==> src/rtl/uart_tx_fifo.sv <==
// uart_tx_fifo: byte FIFO feeding an 8N1/8N2 UART transmitter.
// The core writes bytes through an outport strobe; the transmitter drains
// the FIFO back-to-back with no idle gap between queued frames.
//
// state | meaning
// ------+-----------------------------------------------------------
// IDLE  | line high, waiting for the FIFO to become non-empty
// START | start bit (low) for G_BAUD_DIV clocks
// DATA  | 8 data bits, LSB first, each held G_BAUD_DIV clocks
// STOP  | G_NSTOP stop bits (high); pops the next byte at the end if any
module uart_tx_fifo #(
  parameter int G_BAUD_DIV   = 16,
  parameter int G_FIFO_DEPTH = 16,
  parameter int G_NSTOP      = 1
) (
  input  logic       i_clk,
  input  logic       i_rst,
  input  logic       i_wr,
  input  logic [7:0] i_data,
  output logic       o_full,
  output logic       o_busy,
  output logic       o_overflow,
  input  logic       i_clr_overflow,
  output logic       o_uart_tx
);

  localparam int AW = $clog2(G_FIFO_DEPTH);
  localparam logic [AW:0] PTR_FULL_XOR = {1'b1, {AW{1'b0}}};
  localparam logic [15:0] DIV_RELOAD = 16'(G_BAUD_DIV - 1);
  localparam logic STOP_LAST = 1'(G_NSTOP - 1);

  typedef enum logic [1:0] {
    S_IDLE  = 2'd0,
    S_START = 2'd1,
    S_DATA  = 2'd2,
    S_STOP  = 2'd3
  } state_t;

  logic [7:0]  mem [G_FIFO_DEPTH];
  logic [AW:0] wr_ptr;
  logic [AW:0] rd_ptr;
  logic [AW:0] wr_ptr_nxt;
  logic [AW:0] rd_ptr_nxt;
  logic        empty;
  logic        push;
  logic        pop;
  logic [7:0]  head;

  state_t      state;
  logic [15:0] div_cnt;
  logic [2:0]  bit_cnt;
  logic        stop_cnt;
  logic [7:0]  shreg;

  assign empty = (wr_ptr == rd_ptr);
  assign head  = mem[rd_ptr[AW-1:0]];

  // A write while full is dropped even if a pop frees a slot in the same cycle.
  assign push = i_wr && !o_full;

  // Pop whenever the transmitter is ready to load a new byte.
  always_comb begin
    pop = 1'b0;
    if (!empty) begin
      if (state == S_IDLE)
        pop = 1'b1;
      else if (state == S_STOP && div_cnt == 16'd0 && stop_cnt == STOP_LAST)
        pop = 1'b1;
    end
  end

  // Next pointer values, shared by the pointer and full-flag registers.
  always_comb begin
    wr_ptr_nxt = push ? wr_ptr + 1'b1 : wr_ptr;
    rd_ptr_nxt = pop  ? rd_ptr + 1'b1 : rd_ptr;
  end

  // FIFO storage; contents are don't-care after reset since the pointers clear.
  always_ff @(posedge i_clk) begin
    if (push && !i_rst)
      mem[wr_ptr[AW-1:0]] <= i_data;
  end

  // Pointers and registered full flag (full when only the MSBs differ).
  always_ff @(posedge i_clk) begin
    if (i_rst) begin
      wr_ptr <= '0;
      rd_ptr <= '0;
      o_full <= 1'b0;
    end else begin
      wr_ptr <= wr_ptr_nxt;
      rd_ptr <= rd_ptr_nxt;
      o_full <= ((wr_ptr_nxt ^ rd_ptr_nxt) == PTR_FULL_XOR);
    end
  end

  // Sticky overflow; a clear strobe wins over a same-cycle dropped write.
  always_ff @(posedge i_clk) begin
    if (i_rst)
      o_overflow <= 1'b0;
    else if (i_clr_overflow)
      o_overflow <= 1'b0;
    else if (i_wr && o_full)
      o_overflow <= 1'b1;
  end

  // Transmit FSM: bit timing from a down-counter reloaded at every bit start.
  always_ff @(posedge i_clk) begin
    if (i_rst) begin
      state     <= S_IDLE;
      div_cnt   <= 16'd0;
      bit_cnt   <= 3'd0;
      stop_cnt  <= 1'b0;
      shreg     <= 8'd0;
      o_uart_tx <= 1'b1;
    end else begin
      case (state)
        S_IDLE: begin
          o_uart_tx <= 1'b1;
          if (!empty) begin
            shreg     <= head;
            o_uart_tx <= 1'b0;
            div_cnt   <= DIV_RELOAD;
            state     <= S_START;
          end
        end
        S_START: begin
          if (div_cnt == 16'd0) begin
            o_uart_tx <= shreg[0];
            shreg     <= {1'b0, shreg[7:1]};
            bit_cnt   <= 3'd0;
            div_cnt   <= DIV_RELOAD;
            state     <= S_DATA;
          end else begin
            div_cnt <= div_cnt - 16'd1;
          end
        end
        S_DATA: begin
          if (div_cnt == 16'd0) begin
            div_cnt <= DIV_RELOAD;
            if (bit_cnt == 3'd7) begin
              o_uart_tx <= 1'b1;
              stop_cnt  <= 1'b0;
              state     <= S_STOP;
            end else begin
              o_uart_tx <= shreg[0];
              shreg     <= {1'b0, shreg[7:1]};
              bit_cnt   <= bit_cnt + 3'd1;
            end
          end else begin
            div_cnt <= div_cnt - 16'd1;
          end
        end
        S_STOP: begin
          if (div_cnt == 16'd0) begin
            if (stop_cnt == STOP_LAST) begin
              if (!empty) begin
                shreg     <= head;
                o_uart_tx <= 1'b0;
                div_cnt   <= DIV_RELOAD;
                state     <= S_START;
              end else begin
                state <= S_IDLE;
              end
            end else begin
              stop_cnt <= stop_cnt + 1'b1;
              div_cnt  <= DIV_RELOAD;
            end
          end else begin
            div_cnt <= div_cnt - 16'd1;
          end
        end
        default: begin
          state     <= S_IDLE;
          o_uart_tx <= 1'b1;
        end
      endcase
    end
  end

  // Busy covers both queued bytes and a frame on the wire; all terms are flops.
  assign o_busy = !empty || (state != S_IDLE);

endmodule

==> config.mk <==
export PLATFORM = sky130hd
export DESIGN_NAME = uart_tx_fifo
export DESIGN_NICKNAME = d
export VERILOG_FILES = /design/src/rtl/uart_tx_fifo.sv
export SDC_FILE = /design/constraint.sdc
export NUM_CORES = 1
export LEC_CHECK = 0
export CAP_MARGIN = 20
export CORE_ASPECT_RATIO = 1.75
export CORE_MARGIN = 4
export CORE_UTILIZATION = 45
export DETAILED_ROUTE_END_ITERATION = 10
export MAX_ROUTING_LAYER = met4
export PLACE_DENSITY = 0.62
export SLEW_MARGIN = 20
export SYNTH_ARGS = -nofsm -noshare
export SYNTH_HDL_FRONTEND = slang
export SYNTH_SLANG_ARGS = --single-unit
==> constraint.sdc <==
create_clock -name i_clk -period 6 [get_ports i_clk]
set_clock_uncertainty 0.2 [all_clocks]
set_input_delay 1.2 -clock i_clk [delete_from_list [all_inputs] [get_ports i_clk]]
set_output_delay 1.2 -clock i_clk [all_outputs]
set_load 0.005 [all_outputs]
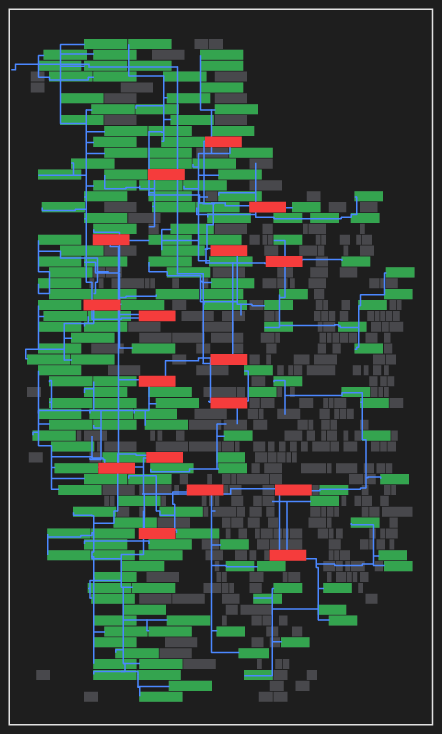
**Above:** clock distribution.
Scale: 4 px per um.
Key: clock-net drivers = red [count 17]; flip-flops = green [count 170]; clock wires = blue [length 1990 um]
There are 18 routed clock nets.
Late-Pin Clk Latency: 0.44 ns
clock group power: 1.08 mW
Clock power frac: 30.6%

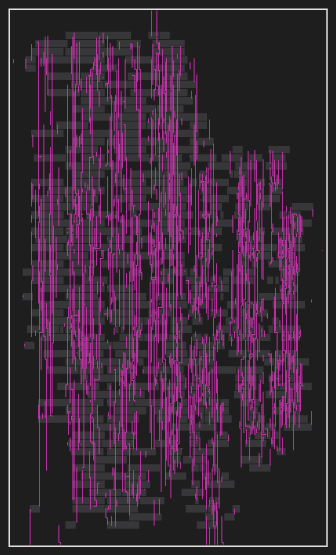
**Above:** met2 routing.
Scale: 3 px per um. Cells faint in the background.
The layer holds 56% of the routed length. The layer carries 8800 um of wire. The longest straight run is 86.4 um. The wires run mostly vertical.
via count: 4152
routed wire length: 15700 um
global-route track usage on met2: 33.2%

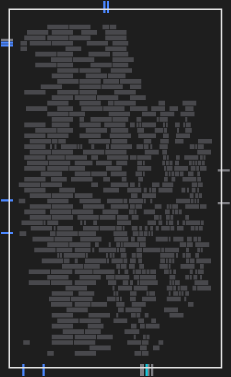
**Above:** pin placement.
Scale: 2 px per um. Pins as bars across the die edge, other pins in gray.
Key: `i_clr_overflow` = cyan [pins 1, direction input, edge south]; `i_data` = blue [pins 8, direction input, edge 4 west, 2 south, 2 north]
All pins by edge: 7 south, 5 west, 2 north, 2 east.
Port Buffer Count: 15
height of the chip: 178 um

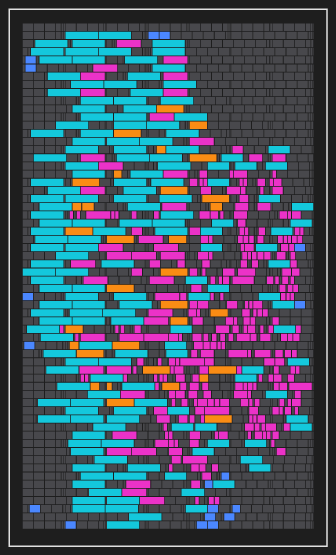
**Above:** cells colored by class.
Scale: 3 px per um. Fill, decap, tap and diode cells in gray.
Key: remaining buffers and delay cells = blue [cells 18, share of their area 2.1%]; remaining logic cells = magenta [cells 302, share of their area 33%]; sequential cells = cyan [cells 170, share of their area 58%]; clock drivers and dummy loads = orange [cells 32, share of their area 7.4%]
Seq area share: 55.9%
Rows: 62
Post-Route Utilization: 51.2%
post-route cell area: 8380 sq um
core area: 16400 sq um

==> power groups by stage <==
stage / combinational, mW / clock [mW] / sequential (mW)
global placement: 1.07 / 0 / 1.40
detailed placement: 1.09 / 0 / 1.40
finish: 1.08 / 1.08 / 1.38
CTS: 1.10 / 1.10 / 1.38
global route: 1.19 / 1.15 / 1.39
floorplan: 0.872 / 0 / 1.39
==> worst max-delay path: cells and delay by family, from the launching register on <==
family / cells / cell delay (ns)
buf+inv: 1 / 0.47
flops: 1 / 0.83
simple gates: 3 / 0.81
xor+xnor: 1 / 0.20
==> cell families after synthesis <==
logic type      after synthesis
simple gates                135
flops                       170
compound gates               76
mux                          49
xor+xnor                     19
buf+inv                      36
fa+ha+maj                    13
==> Yosys cell counts (all sizes together) <==
| cell type | n |
|---|---|
| xor2 | 4 |
| or3 | 3 |
| inv | 10 |
| nand4b | 3 |
| nor3 | 14 |
| dfxtp | 42 |
| nand4 | 1 |
| nand2b | 3 |
| a221oi | 2 |
| buf | 19 |
| a211oi | 15 |
| nor2b | 4 |
| a211o | 1 |
| a31o | 2 |
| o21ai | 10 |
| nor2 | 59 |
| nor4 | 6 |
| or2 | 3 |
| and3 | 7 |
| clkbuf | 7 |
| ha | 13 |
| nand2 | 16 |
| o31ai | 3 |
| a311o | 1 |
| and4b | 2 |
| nand3 | 4 |
| xnor2 | 12 |
| a21o | 2 |
| a31oi | 6 |
| a21oi | 21 |
| o22ai | 2 |
| o211ai | 1 |
| a22o | 1 |
| edfxtp | 128 |
| a22oi | 2 |
| xnor3 | 3 |
| mux4 | 39 |
| o21a | 3 |
| and2 | 4 |
| nand3b | 3 |
| and4 | 3 |
| mux2i | 10 |
| a311oi | 4 |
==> metrics by stage <==
step | util [%] | area, sq um
global placement | 47.5 | 7770
global route | 51.2 | 8380
CTS | 51.2 | 8370
detailed placement | 47.5 | 7770
finish | 51.2 | 8380
floorplan | - | 7470
==> registers in the layout (all words and copies together), names as in the netlist <==
name and cells:
wr_ptr 5, mem 128, bit_cnt 3, o_uart_tx 1, shreg 8, state 2
div_cnt 16, o_full 1, o_overflow 1, rd_ptr 5
==> path summary, 6_finish.rpt <==
kind / to / slack [ns] / start / depth (start not counted)
setup / recovery: o_busy / 1.86 / rd_ptr[2] / 5
hold / removal: shreg[7] / 0.26 / shreg[7] / 2
setup reg to reg: div_cnt[14] / 3.17 / state[1] / 8
hold reg to reg: shreg[7] / 0.26 / shreg[7] / 2
==> per-layer routing <==
| layer | global-route usage, % | wire (um) | vias to the layer above |
|---|---|---|---|
| met3 | 3.37 | 432 | 33 |
| met1 | 18.6 | 5880 | 2079 |
| met2 | 33.2 | 8800 | 80 |
| met4 | 9.36 | 590 | 0 |
| li1 | - | - | 1960 |
| met5 | - | 0 | - |
==> cell type report <==
class                      count  area (sq um)  share of cell area, %
sequential                   170          4690                   55.9
clock buffer                  17           425                   5.07
inverter                      10          37.5                  0.448
clock inverter                15           176                   2.10
timing repair buffer          18           173                   2.06
tap                          224           280                   3.34
multi-input combinational    292          2610                   31.1
==> flow_summary.toml <==
# flow metrics
[status]
status = "completed"

[pwr]
peakVddDrop_uv = 211
power.density_nw_per_um2 = 422
p_total_mw = 3.54

[synth]
simple_gate_share_pct = 9.43
xor_share_pct = 2.78
ys_chip_area_sq_um = 7470
synth.top_cell.area_share_pct = 51.4
topCellsByArea = "edfxtp_1 51%, mux4_2 12%, dfxtp_1 11%"
synth.comb.largest_family = "multiplexers"
synth_cell_type_count = 55
syn_avg_cell_area_sq_um = 15.0
ys_seq_share_pct = 62.7
synth_flops = 170
adder_share_pct = 2.18
synthCells = 498
largest_area_cell = "edfxtp_1"
ys_sh_mux_pct = 13.1

[global_routing]
antenna_found_initial = 0
grt_pass1_wl_um = 25000
grt_util_all_layers_pct = 18.3
grt_pass1_vias = 4407
grt_max_degree = 44
overflow = 0

[timing]
rsz0062_at_grt = "false"
max_freq_mhz = 242
finalHoldViolCount = 0
period_needed_ns = 4.14
maxSlewHeadroom_pct = 29.2
maxSlewViolCount = 0

[route]
drt_iter0_drc = 239
via_per_inst = 5.57
post_drt_wl_per_cell_um = 21.0

[flow_run]
warnings = 33

[cells_and_area]
final_cell_mix = "128 x edfxtp_1, 56 x nor2_1, 41 x dfxtp_1, 39 x mux4_2, 20 x a21oi_1"
layout.cells.non_filler = 746
lay_top_count = "edfxtp_1"
fillers = 1333
area.growth.synth_to_final_pct = 12.2
drive_gt1_share_pct = 17.8

[clock_network]
tritoncts = "yes"
cts_buffer_depth = 2
numCtsBuffers = 17
cts_setup_buffers = 0

[critical_path]
cp.required_ns = 4.60
worstSetupStartpointType = "flip-flop"
end_kind = "output port"

[die]
fp.dieW_um = 105
dieArea_sq_um = 18800

[place]
gp_congestion = 0.862
Power is estimated from default activity; no workload was simulated.
